===== src/rtl/bank_port_a_arbiter.sv =====
// bank_port_a_arbiter
//   Round-robin arbiter/sequencer for the shared port A of the four-bank RAM
//   (4-bit address: [3:2] bank, [1:0] word). One read or write is in flight
//   at a time. Each requester gets a one-cycle accept pulse, and read data is
//   returned to the owning requester through a registered response.
//
// Ports
//   clk, rst_n      clock; synchronous active-low reset
//   req_valid       per-requester request
//   req_we          per-requester write enable (1 = write, 0 = read)
//   req_addr        requester i address in bits [4i+3:4i]
//   req_wdata       requester i write data in bits [DATA*i +: DATA]
//   req_ready       one-hot, one-cycle accept pulse
//   rsp_valid       one-hot, one-cycle read-data-valid pulse
//   rsp_rdata       read data, meaningful while rsp_valid != 0
//   busy            high whenever the sequencer is not idle
//   ram_a_*         RAM port A write enable, address, write data, read data
module bank_port_a_arbiter #(
    parameter int DATA   = 256,
    parameter int NREQ   = 3,
    parameter int RD_LAT = 1
) (
    input  logic                 clk,
    input  logic                 rst_n,
    input  logic [NREQ-1:0]      req_valid,
    input  logic [NREQ-1:0]      req_we,
    input  logic [NREQ*4-1:0]    req_addr,
    input  logic [NREQ*DATA-1:0] req_wdata,
    output logic [NREQ-1:0]      req_ready,
    output logic [NREQ-1:0]      rsp_valid,
    output logic [DATA-1:0]      rsp_rdata,
    output logic                 busy,
    output logic                 ram_a_w,
    output logic [3:0]           ram_a_adbus,
    output logic [DATA-1:0]      ram_a_data_in,
    input  logic [DATA-1:0]      ram_a_data_out
);

    localparam int PW = (NREQ > 1) ? $clog2(NREQ) : 1;
    localparam int CW = (RD_LAT > 1) ? $clog2(RD_LAT) : 1;

    typedef enum logic [1:0] {
        IDLE,
        ISSUE,
        WAIT,
        RESP
    } state_t;

    state_t            state_q, state_d;
    logic [PW-1:0]     ptr_q;
    logic [PW-1:0]     owner_q;
    logic [PW-1:0]     winner;
    logic              found;
    logic              we_q;
    logic [3:0]        addr_q;
    logic [DATA-1:0]   wdata_q;
    logic [DATA-1:0]   rdata_q;
    logic [CW-1:0]     cnt_q;

    // Cyclic priority search starting at ptr_q: first look at indices
    // >= ptr_q; if none is valid, the lowest valid index (necessarily below
    // ptr_q) wins.
    always_comb begin
        winner = '0;
        found  = 1'b0;
        for (int unsigned i = 0; i < NREQ; i++) begin
            if (!found && req_valid[i] && (PW'(i) >= ptr_q)) begin
                winner = PW'(i);
                found  = 1'b1;
            end
        end
        for (int unsigned i = 0; i < NREQ; i++) begin
            if (!found && req_valid[i]) begin
                winner = PW'(i);
                found  = 1'b1;
            end
        end
    end

    always_comb begin
        state_d   = state_q;
        req_ready = '0;
        rsp_valid = '0;
        case (state_q)
            IDLE: begin
                // Accept is suppressed while reset is asserted so nothing
                // is handshaken that the sequencer will not carry out.
                if (found && rst_n) begin
                    req_ready[winner] = 1'b1;
                    state_d           = ISSUE;
                end
            end
            ISSUE:   state_d = we_q ? IDLE : WAIT;
            WAIT:    if (cnt_q == '0) state_d = RESP;
            RESP: begin
                rsp_valid[owner_q] = 1'b1;
                state_d            = IDLE;
            end
            default: state_d = IDLE;
        endcase
    end

    always_ff @(posedge clk) begin
        if (!rst_n) begin
            state_q <= IDLE;
            ptr_q   <= '0;
            owner_q <= '0;
            we_q    <= 1'b0;
            addr_q  <= '0;
            wdata_q <= '0;
            rdata_q <= '0;
            cnt_q   <= '0;
        end else begin
            state_q <= state_d;
            case (state_q)
                IDLE: begin
                    if (found) begin
                        owner_q <= winner;
                        we_q    <= req_we[winner];
                        addr_q  <= req_addr[winner*4 +: 4];
                        wdata_q <= req_wdata[winner*DATA +: DATA];
                        ptr_q   <= (winner == PW'(NREQ - 1)) ? '0 : winner + 1'b1;
                    end
                end
                ISSUE: begin
                    if (!we_q) cnt_q <= CW'(RD_LAT - 1);
                end
                WAIT: begin
                    if (cnt_q == '0) rdata_q <= ram_a_data_out;
                    else             cnt_q   <= cnt_q - 1'b1;
                end
                default: ;
            endcase
        end
    end

    // The address register is only reloaded on acceptance, so the port
    // address naturally holds its last value outside ISSUE/WAIT.
    assign ram_a_adbus   = addr_q;
    assign ram_a_w       = (state_q == ISSUE) && we_q;
    assign ram_a_data_in = (state_q == ISSUE) ? wdata_q : '0;
    assign rsp_rdata     = rdata_q;
    assign busy          = (state_q != IDLE);

endmodule


===== config.mk =====
export PLATFORM = sky130hd
export DESIGN_NAME = bank_port_a_arbiter
export DESIGN_NICKNAME = d
export VERILOG_FILES = /design/src/rtl/bank_port_a_arbiter.sv
export SDC_FILE = /design/constraint.sdc
export NUM_CORES = 1
export LEC_CHECK = 0
export CORE_AREA = 2 2 619 621
export DETAILED_ROUTE_END_ITERATION = 7
export DIE_AREA = 0 0 621 623
export GPL_ROUTABILITY_DRIVEN = 0
export HOLD_SLACK_MARGIN = 0.06
export PLACE_DENSITY_LB_ADDON = 0.12
export SYNTH_ARGS = -nofsm -noshare
export SYNTH_HDL_FRONTEND = slang
export SYNTH_SLANG_ARGS = --single-unit
export TNS_END_PERCENT = 1

===== constraint.sdc =====
create_clock -name clk -period 3.2 [get_ports clk]
set_clock_uncertainty 0.2 [all_clocks]
set_input_delay 0.64 -clock clk [delete_from_list [all_inputs] [get_ports clk]]
set_output_delay 0.64 -clock clk [all_outputs]
set_load 0.02 [all_outputs]

**Run 1: track usage over the die**

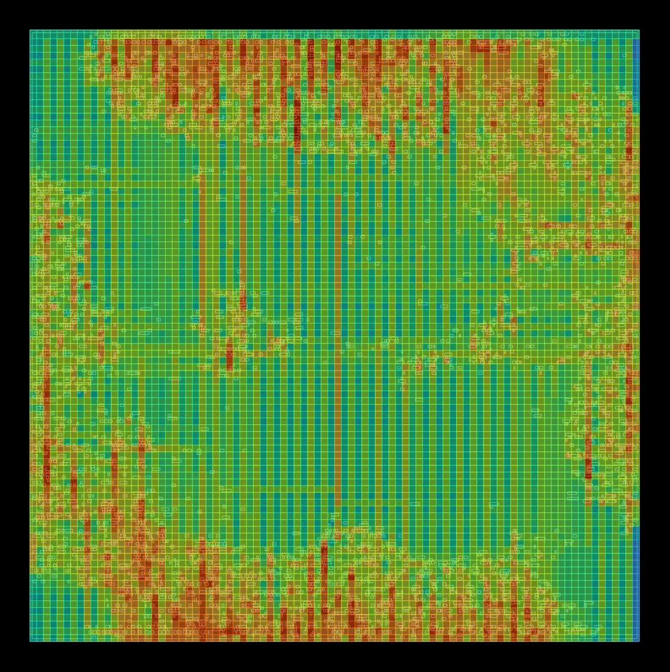
Global Route Usage Sum: 13.88%
Core Util, Final: 12.88%
met3 Use GR: 5.690%

**Run 1: register map, names as in the netlist**

Other sequential cells in the stronger grey, the rest of the logic in the fainter grey.
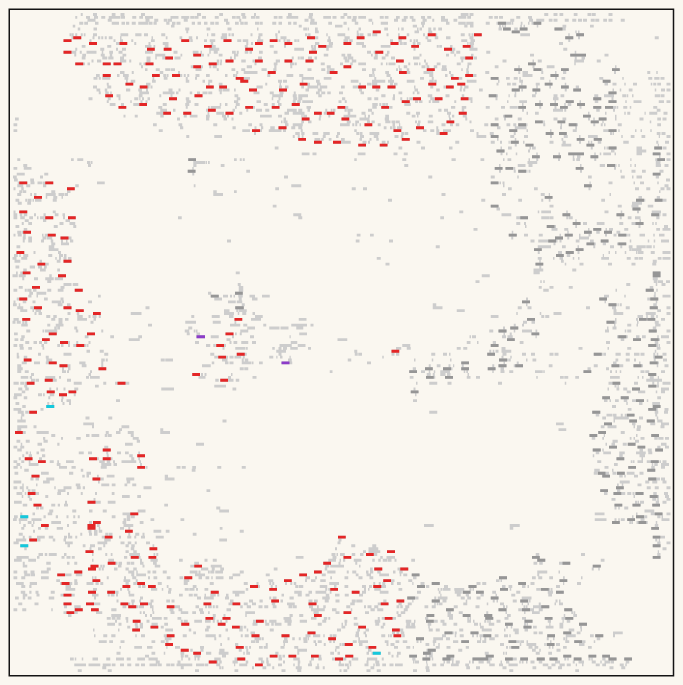
legend:
  `ram_a_adbus`:
    colour: cyan
    placed_flops: 4
  `ptr_q`:
    colour: purple
    placed_flops: 2
  `wdata_q`:
    colour: red
    placed_flops: 256
not coloured: 261

==> results.py, run 1 <==
# Physical implementation metrics
metrics = {
    "global_route": {
        "antenna_found_initial": 183,
        "grt_pass1_vias": 30660,
        "use_met2_pct": 26.19,
        "grt_start_max_net_pins": 111,
        "grtUsageMet1_pct": 14.30,
        "grt_pass1_wl_mm": 352.3,
    },
    "flow_run": {
        "warning_count": 36,
        "max-cap-violations": 0,
    },
    "setup_path": {
        "required_ns": 2.36,
        "worstSetupPathType": "register to output port",
        "end_kind": "output port",
        "reg2reg_from": "ptr_q[1]",
        "cp.arrival_ns": 2.31,
        "crit_fanout": 8,
        "crit_path_max_incr_delay_ns": 0.32,
        "start_kind": "register",
        "r2r_setup_slack_ns": 0.70,
        "r2r_end": "wdata_q[17]",
        "worstPathCellList": "nor2b_4 -> buf_6 -> buf_12 -> buf_6 -> buf_8 -> buf_8 -> and2_4 -> buf_12",
        "worstSetupEndpoint": "ram_a_data_in[233]",
    },
    "final_timing": {
        "finalClockPeriodUsage_pct": 98.59,
        "hold_viol": 0,
        "finalSetupTns_ns": 0,
        "timing.fmax_ghz": 0.3170,
        "worst_slack_ns": 0.04502,
        "worst_pin_slew_ns": 0.7702,
        "final_max_slew_viol_count": 0,
        "holdWs_ns": 0.1309,
        "setup_viol": 0,
        "slew_headroom_pct": 48.66,
        "rsz0062_at_grt": "yes",
    },
    "cells_and_area": {
        "fin_nets": 5495,
        "layout.cells.non_filler": 9586,
        "drive_gt1_share_pct": 13.33,
        "fillers": 43720,
        "final_cell_mix": "1,302 x clkdlybuf4s50_1, 521 x dfxtp_1, 518 x nand2_1, 465 x a21oi_1, 263 x a32oi_1",
        "syn2layout_area_growth_pct": 111.4,
        "final_common_cell": "clkdlybuf4s50_1",
        "finalInstanceArea_um2": 49010,
    },
    "cts": {
        "cts_buffer_depth": 4,
        "cts_tree": "built",
        "cts_root_buffer": "clkbuf_16",
        "cts.sinks": 523,
        "htreeDepth": 3,
        "clkLatencyLatePin_ns": 0.79,
        "path_clk_slew_ns": 0.05,
        "cts_buffers": 92,
    },
    "floorplanning": {
        "dieArea_um2": 386900,
        "design.core.area_um2": 380600,
        "initial_utilization_pct": 6.092,
        "row_count": 227,
        "die_h_um": 623,
        "die_w_um": 621,
    },
    "detailed_routing": {
        "drt_iter0_drc": 1369,
        "wl_mm": 279.7,
        "post-route-drc-count": 0,
        "met1_length_mm": 101.1,
        "highest_layer": "met5",
        "routed_via_density": 3.110,
        "vias": 29810,
        "dr_wl_met3_mm": 24.56,
        "ant_nets": 0,
        "routed-wl-met2_mm": 147.4,
        "wl_per_cell_um": 29.18,
        "firstDrtPassIters": 5,
    },
    "logic_synthesis": {
        "ys.flops": 523,
        "ys_seq_share_pct": 45.16,
        "ys_cells": 2934,
        "mux_share_pct": 0,
        "synth_cells": 2934,
        "synth_chip_area_um2": 23190,
        "yosys.area_share.adder_pct": 0,
        "synthTopLogicFamily": "AND-OR/OR-AND gates",
        "ys_warn_count": 0,
        "fp_nets": 3978,
    },
    "power": {
        "leakagePower_nw": 16.72,
        "p_total_mw": 23.86,
        "power.density_nw_per_um2": 487.0,
    },
    "place": {
        "place_area_um2": 45940,
        "dp_hpwl_mm": 228.1,
        "port_buffers": 1567,
        "pre_cts_slack_ns": -0.2413,
    },
    "min_path": {
        "hold_path.class": "input pin to register",
    },
    "run_status": {
        "outcome": "finished clean",
    },
}
**Run 1: supply network**

The bar under the picture is 200 µm long. Pins as bars on the die edge. Tap cells in grey.
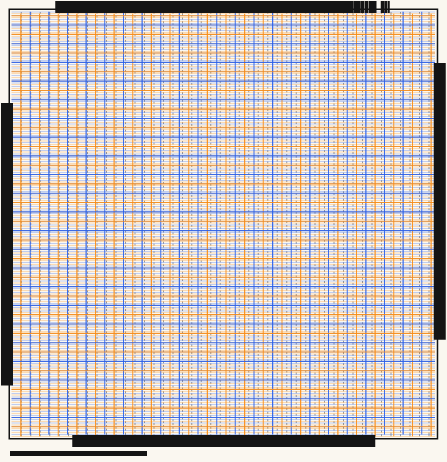
legend:
  VDD:
    colour: blue
  VSS:
    colour: orange
met4 straps: 45
signal pins: 1,568
rows: 227
tap cells: 5,038

**Run 1: metal layers overlaid**

Only two layers are drawn.
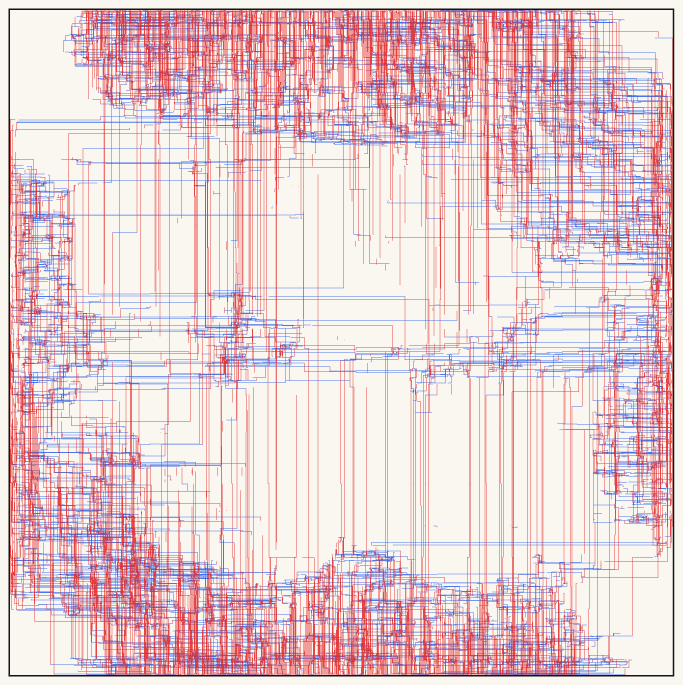
legend:
  met2:
    colour: red
    wire_length: 147 mm
  met1:
    colour: blue
    wire_length: 101 mm

## run 1: final cells by class
class / instances / area (µm²) / area share, %
clock inverters: 34 / 329.1 / 0.6715
diodes: 31 / 77.57 / 0.1583
repair buffers: 1721 / 17610 / 35.93
inverters: 161 / 614.3 / 1.254
multi-input cells: 1952 / 11030 / 22.51
well taps: 5038 / 6304 / 12.86
flip-flops and latches: 523 / 10470 / 21.37
clock buffers: 126 / 2570 / 5.244
## run 1: what timing repair did
action	in CTS	in global routing
gates cloned	8	1
setup endpoints to repair	245	105
endpoints found under the hold margin	1	0
pin swaps	3	0
hold buffers	1	0
setup buffers	13	0
resized	1004	20
## run 1: Yosys cell counts, drive strengths merged
library cell / count / share of area (%)
nand3b: 1 / 0.032
and3: 1 / 0.049
buf: 70 / 1.7
o31a: 1 / 0.038
a21boi: 1 / 0.032
nand2: 519 / 8.4
nor3b: 3 / 0.097
nand2b: 2 / 0.054
dfxtp: 523 / 45
a21oi: 466 / 10
and2: 260 / 7.0
nor2: 6 / 0.097
o211ai: 156 / 5.1
nor2b: 4 / 0.11
o21ai: 105 / 2.3
nand3: 158 / 3.4
nor3: 2 / 0.043
or3: 1 / 0.027
a32oi: 263 / 9.9
inv: 161 / 2.6
clkbuf: 228 / 3.7
a211oi: 1 / 0.032
a221oi: 1 / 0.038
a31o: 1 / 0.038
## run 1: state kept, by name, summed over array words and instances, names as in the netlist, named ones only
register and count:
ptr_q 2, rsp_rdata 256, state_q 1, ram_a_adbus 4, wdata_q 256, owner_q 2, we_q 1
## run 1: power breakdown
part | internal (mW) | switching, mW
Clock | 5.98 | 4.26
Sequential | 7.14 | 0.371
Combinational | 2.75 | 3.36
## run 1: worst max-delay path, delay by kind of cell (launching register included)
family	cells	cell delay (ns)
DFF	1	0.32
buffers and inverters	6	0.82
and+or+nand+nor	2	0.35
**Run 1: the metal 4 layer**

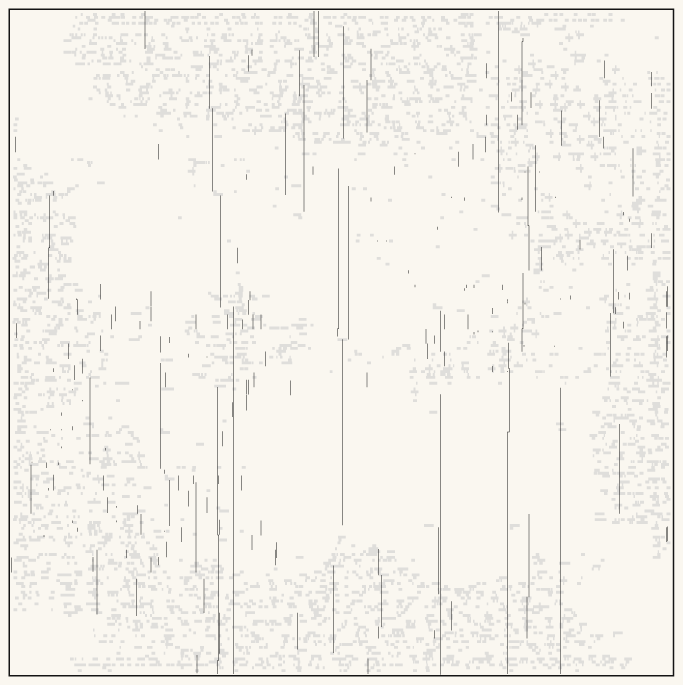

==> run 2, diff against run 1 <==
--- a/config.mk
+++ b/config.mk
@@ -5,10 +5,11 @@
 export SDC_FILE = /design/constraint.sdc
 export NUM_CORES = 1
 export LEC_CHECK = 0
-export CORE_AREA = 2 2 619 621
+export CORE_AREA = 2 2 610 612
 export DETAILED_ROUTE_END_ITERATION = 7
-export DIE_AREA = 0 0 621 623
+export DIE_AREA = 0 0 612 614
 export GPL_ROUTABILITY_DRIVEN = 0
+export GPL_TIMING_DRIVEN = 0
 export HOLD_SLACK_MARGIN = 0.06
 export PLACE_DENSITY_LB_ADDON = 0.12
 export SYNTH_ARGS = -nofsm -noshare
**Run 2: the metal 4 layer**

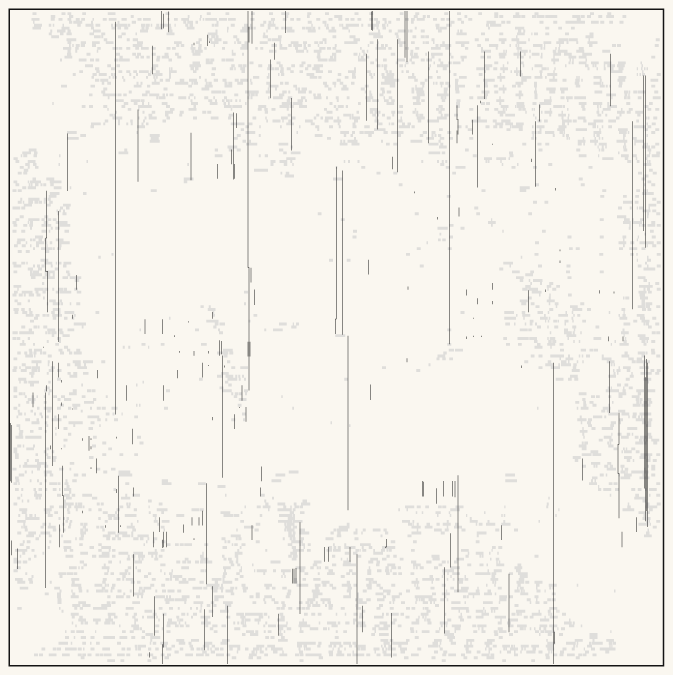
main direction: vertical
nets with wire on the layer: 148
longest straight run: 368 µm
wire length on this layer: 7,000 µm
share of all routed wire: 2.4%

==> run 2 against run 1 <==
Net effect:
- the run now ends with negative setup slack left
- wire length is 6.7% higher
- critical endpoint is now ram_a_data_in[151]
- largest cell class unchanged
- via count increased by 3.6%
- total power increased by 5.0%
- worst hold slack better by 0.037 ns
==> results.py, run 2 <==
# Physical implementation metrics
metrics = {
    "logic_synthesis": {
        "synth_cells": 2934,
        "ys_cells": 2934,
        "top_cell": "dfxtp_1",
        "mux_share_pct": 0,
        "yosysTopAreaCell": "dfxtp_1",
        "top_cells_by_count": "523 x dfxtp_1, 519 x nand2_1, 465 x a21oi_1",
        "yosys.area_share.adder_pct": 0,
        "flop_cell": "dfxtp_1",
        "fp_nets": 3978,
        "synthTopLogicFamily": "AND-OR/OR-AND gates",
        "ys_seq_share_pct": 45.16,
        "netlist.area_leader.share_pct": 45.16,
        "synthArstFlopShare_pct": 0,
        "ys.flops": 523,
        "synth_chip_area_um2": 23190,
    },
    "global_route": {
        "grt_pass1_wl_mm": 365.7,
        "grt_pass1_vias": 31180,
        "antenna_found_initial": 171,
    },
    "floorplanning": {
        "dieArea_um2": 375800,
        "initial_utilization_pct": 6.263,
        "design.core.area_um2": 370200,
    },
    "final_timing": {
        "setup_viol": 96,
        "hold_viol": 0,
        "rsz0062_at_grt": "yes",
        "finalSetupTns_ns": -4.844,
        "final_max_slew_viol_count": 0,
        "worst_slack_ns": -0.1800,
        "finalClockPeriodUsage_pct": 105.6,
        "worst_pin_slew_ns": 1.289,
    },
    "detailed_routing": {
        "ant_nets": 0,
        "post-route-drc-count": 0,
        "met1_length_mm": 108.4,
        "routed-wl-met2_mm": 159.3,
        "dr_wl_met3_mm": 23.04,
        "routed_via_density": 3.178,
        "wl_per_cell_um": 30.69,
        "vias": 30890,
    },
    "place": {
        "port_buffers": 1567,
        "place_area_um2": 45230,
        "pre_cts_slack_ns": -2.578,
    },
    "power": {
        "seqPwrFrac_pct": 30.1,
        "maxPowerGroup": "clock",
        "p_int_mw": 16.66,
        "p_total_mw": 25.06,
        "power_frac_comb_pct": 25.5,
        "leakagePower_nw": 17.13,
        "pg_seq_mw": 7.56,
        "power.density_nw_per_um2": 502.8,
        "p_comb_mw": 6.39,
    },
    "cells_and_area": {
        "finalInstanceArea_um2": 49850,
        "syn2layout_area_growth_pct": 115.0,
        "fin_nets": 5680,
        "drive_gt1_share_pct": 14.74,
        "final_common_cell": "clkdlybuf4s50_1",
    },
    "setup_path": {
        "crit_fanout": 6,
        "cp.arrival_ns": 2.54,
        "end_kind": "output port",
        "worstSetupPathType": "register to output port",
        "start_kind": "register",
    },
    "cts": {
        "clkLatencyLatePin_ns": 0.82,
        "cts_buffer_depth": 4,
        "htreeDepth": 3,
        "cts_buffers": 94,
        "path_clk_slew_ns": 0.06,
        "cts.sinks": 523,
        "cts_root_buffer": "clkbuf_16",
        "cts_tree": "built",
    },
    "run_status": {
        "outcome": "complete, but fails checks",
        "violations": "negative setup slack",
    },
    "flow_run": {
        "max-cap-violations": 0,
    },
}
**Run 2: metal layers overlaid**

Only two layers are drawn.
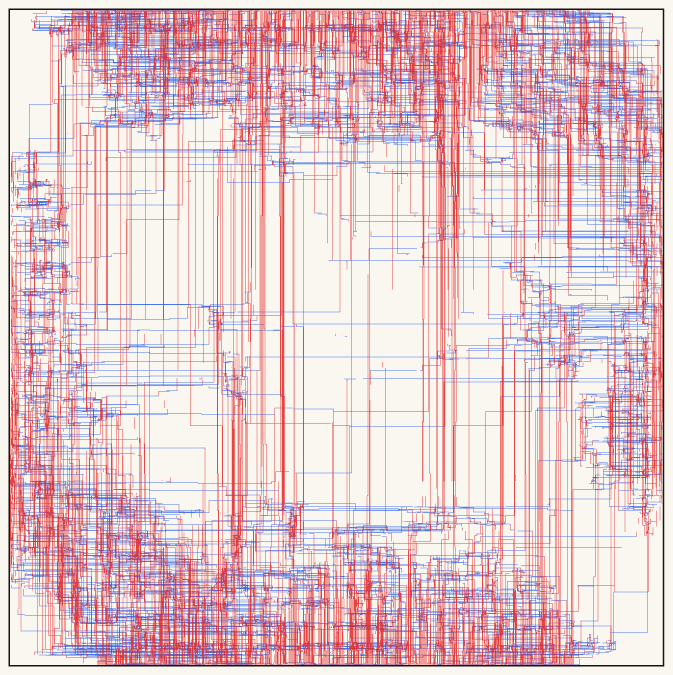
legend:
  met2:
    colour: red
    wire_length: 159 mm
  met1:
    colour: blue
    wire_length: 108 mm

==> run 2: cell types whose count changed in the layout (fill, tap and decap cells not counted), moves of 28 or more <==
cell	change
and2_1	-110
clkbuf_4	+34
clkdlybuf4s15_2	-46
clkbuf_2	+28
and2_4	+115
clkbuf_1	+185
buf_12	-67
buf_2	-40
buf_4	-76
buf_6	+114
==> run 2: repair_timing <==
action,CTS,global route
setup endpoints to repair,763,432
gates cloned,4,2
hold buffers,8,0
gates resized,1105,828
hold endpoints to repair,8,0
setup buffers,13,12
pin swaps,16,90
==> run 2: critical path: stages, from the launching register on <==
cell	delay (ns)
dfxtp_4	0.43
nor2b_4	0.20
clkbuf_16	0.21
clkbuf_16	0.24
clkbuf_16	0.22
and2_4	0.21
buf_6	0.15
==> run 2: final timing paths <==
path                   endpoint                start  depth (start not counted)  slack, ns
max reg2reg         wdata_q[29]             register                          8       0.03
max          ram_a_data_in[151]             register                          6      -0.18
min              rsp_rdata[195]  ram_a_data_out[195]                          3       0.17
min reg2reg      rsp_rdata[147]       rsp_rdata[147]                          2       0.25
==> run 2: layout make-up <==
class | instances | area [µm²]
Timing Repair Buffer | 1611 | 16120
Inverter | 161 | 606.8
Sequential cell | 523 | 10480
Antenna cell | 39 | 97.59
Tap cell | 4972 | 6221
Multi-Input combinational cell | 1952 | 11270
Clock inverter | 31 | 445.4
Fill cell | 42400 | 320400
Clock buffer | 138 | 2798
Buffer | 293 | 1805
==> run 2: routing by layer <==
layer	up-vias	track usage, %
met1	15130	15.90
met3	414	5.095
met5	-	0
met4	98	2.901
li1	13850	-
met2	1392	28.90
**Run 2: track usage over the die**

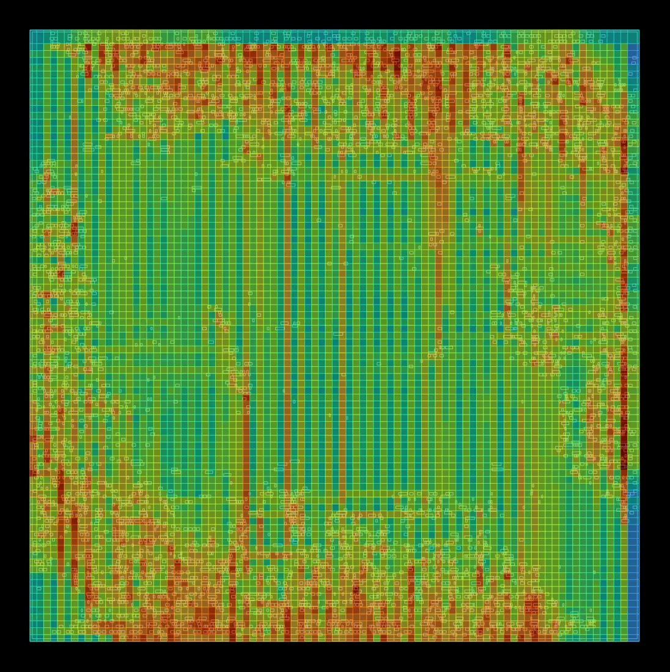

==> run 3, diff against run 2 <==
--- a/config.mk
+++ b/config.mk
@@ -5,9 +5,9 @@
 export SDC_FILE = /design/constraint.sdc
 export NUM_CORES = 1
 export LEC_CHECK = 0
-export CORE_AREA = 2 2 610 612
+export CORE_AREA = 2 2 619 621
 export DETAILED_ROUTE_END_ITERATION = 7
-export DIE_AREA = 0 0 612 614
+export DIE_AREA = 0 0 621 623
 export GPL_ROUTABILITY_DRIVEN = 0
 export GPL_TIMING_DRIVEN = 0
 export HOLD_SLACK_MARGIN = 0.06
**Run 3: track usage over the die**

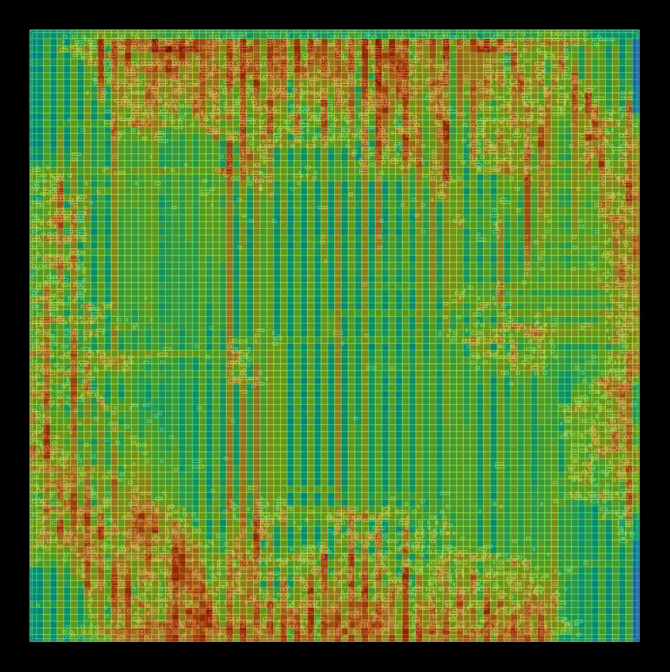
Core Util, Final: 13.02%
peak-usage layer in the global routing report: met2
Global Route Usage Sum: 15.25%

**Run 3: the metal 4 layer**

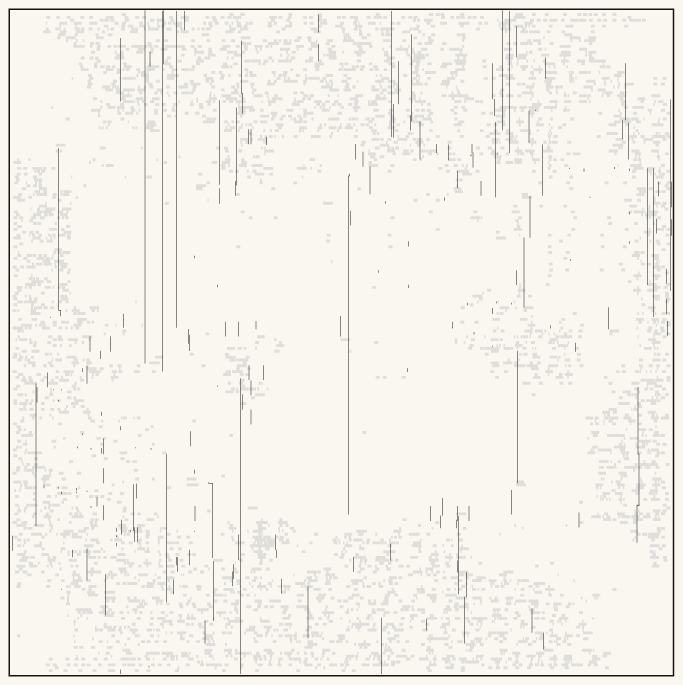
share of all routed wire: 1.9%
longest straight run: 337 µm

==> run 3 against run 2 <==
Net effect:
- the flow still finishes with violations (negative setup slack)
- total power is 3.3% lower
- maximum frequency increased by 0.35%
- sequential power hardly changed
- combinational power fell by 0.9%
- utilization down 0.44 points
- register-to-register slack got worse by 0.17 ns
- worst hold slack better by 0.0039 ns
- non-clock buffer count decreased by 8
- count of clock-buffer cells in the layout fell by 8
- critical path type unchanged
==> results.py, run 3 <==
# Physical implementation metrics
metrics = {
    "logic_synthesis": {
        "ys_cells": 2934,
        "synth_cells": 2934,
        "ys_seq_share_pct": 45.16,
        "top_cells_by_count": "523 x dfxtp_1, 519 x nand2_1, 465 x a21oi_1",
        "synthArstFlopShare_pct": 0,
        "flop_cell": "dfxtp_1",
        "ys.flops": 523,
        "netlist.area_leader.share_pct": 45.16,
        "ys_top_cells_by_area": "dfxtp_1 45%, a21oi_1 10%, a32oi_1 9.9%, nand2_1 8.4%, and2_1 7.0%",
        "edf_count": 0,
        "ys_warn_count": 0,
        "yosysTopAreaCell": "dfxtp_1",
        "fp_nets": 3978,
    },
    "setup_path": {
        "r2r_setup_slack_ns": -0.14,
        "cp.arrival_ns": 2.53,
        "reg2reg_from": "state_q[0]",
        "crit_fanout": 12,
        "start_kind": "register",
        "cp_slowest_cell": "dfxtp_4",
        "end_kind": "output port",
        "r2r_end": "wdata_q[72]",
        "required_ns": 2.36,
        "reg2regPathDepth": 9,
    },
    "cts": {
        "cts_tree": "built",
        "cts_root_buffer": "clkbuf_16",
        "path_clk_slew_ns": 0.06,
        "htreeDepth": 3,
        "clkLatencyLatePin_ns": 0.80,
        "cts_buffers": 92,
        "cts.sinks": 523,
        "cts_buffer_depth": 4,
    },
    "final_timing": {
        "worst_pin_slew_ns": 1.255,
        "rsz0062_at_grt": "yes",
        "slew_headroom_pct": 16.30,
        "finalSetupTns_ns": -4.307,
        "hold_viol": 0,
        "finalClockPeriodUsage_pct": 105.3,
        "setup_viol": 56,
        "final_max_slew_viol_count": 0,
        "holdWs_ns": 0.1723,
        "worst_slack_ns": -0.1683,
        "timing.fmax_ghz": 0.2969,
    },
    "run_status": {
        "outcome": "complete, but fails checks",
        "violations": "negative setup slack",
    },
    "global_route": {
        "grt_pass1_vias": 31380,
        "grt_start_max_net_pins": 14,
        "use_met2_pct": 29.54,
        "antenna_found_initial": 206,
        "grt_pass1_wl_mm": 380.0,
    },
    "cells_and_area": {
        "final_common_cell": "clkdlybuf4s50_1",
        "syn2layout_area_growth_pct": 113.7,
        "finalInstanceArea_um2": 49560,
        "layout.cells.non_filler": 9822,
        "fin_nets": 5670,
        "drive_gt1_share_pct": 13.99,
        "final_cell_mix": "1,300 x clkdlybuf4s50_1, 519 x dfxtp_1, 517 x nand2_1, 465 x a21oi_1, 263 x a32oi_1",
    },
    "detailed_routing": {
        "vias": 30730,
        "ant_nets": 0,
        "wl_mm": 306.5,
        "wl_per_cell_um": 31.21,
        "firstDrtPassIters": 8,
        "drt_iter0_drc": 1596,
    },
    "flow_run": {
        "max-cap-violations": 0,
    },
    "place": {
        "port_buffers": 1567,
        "place_area_um2": 45340,
    },
    "min_path": {
        "hold_end": "rsp_rdata[97]",
        "hp-start": "ram_a_data_out[97]",
        "hold_path.class": "input pin to register",
    },
    "floorplanning": {
        "dieArea_um2": 386900,
        "row_count": 227,
        "design.core.area_um2": 380600,
    },
    "power": {
        "leakagePower_nw": 16.91,
        "power.density_nw_per_um2": 489.1,
    },
}
==> run 3: cell count changes in the layout (fill, tap and decap cells not counted), sizes merged <==
cell           delta
clkbuf           +12
dlygate4sd3       -1
dlygate4sd2       -7
inv               +1
clkinv            +6
buf              -63
diode            +50
dlymetal6s2s      +6
clkdlybuf4s15    +33
clkdlybuf4s18     +4
bufinv            -5
==> run 3: final cells by class <==
type	count	area, µm²
multi-input cells	1952	11190
clock inverters	33	356.6
diodes	89	222.7
clock buffers	130	2625
inverters	161	604.3
repair buffers	1599	15930
plain buffers	297	1848
well taps	5038	6304
flip-flops and latches	523	10480
fillers	43790	331000
==> run 3: power breakdown <==
group / internal [mW] / switching (mW)
clock: 6.04 / 4.34
combinational: 2.69 / 3.64
sequential: 7.14 / 0.390
==> run 3: routing by layer <==
metal	share of wire, %	routed length (µm)
met5	0.24	725
met4	1.9	5805
met3	8.4	25860
met2	54	166300
met1	35	107800
==> run 3: critical path: cells and delay by family (launching register included) <==
family	cells	cell delay [ns]
simple gates	2	0.32
buf+inv	4	0.67
compound gates	1	0.27
flops	1	0.40
==> run 3: cells by family (layout without fill, tap and decap cells) <==
group                  Yosys count  count (layout)  synth area share, %
AND/OR/NAND/NOR                957             957                19.34
buffers and inverters          459            2220                8.003
other                            0              89                    0
flip-flops                     523             523                45.16
AND-OR/OR-AND                  995             995                27.51
==> run 3: what timing repair did <==
item | 4_1_cts | 5_1_grt
cloned | 2 | 0
hold buffers | 7 | 0
setup endpoints to repair | 762 | 351
buffers inserted | 16 | 0
resized | 1012 | 683
pin swaps | 16 | 54
hold endpoints to repair | 7 | 0
Power figures rest on the tool's default switching activity, not on a simulated workload.
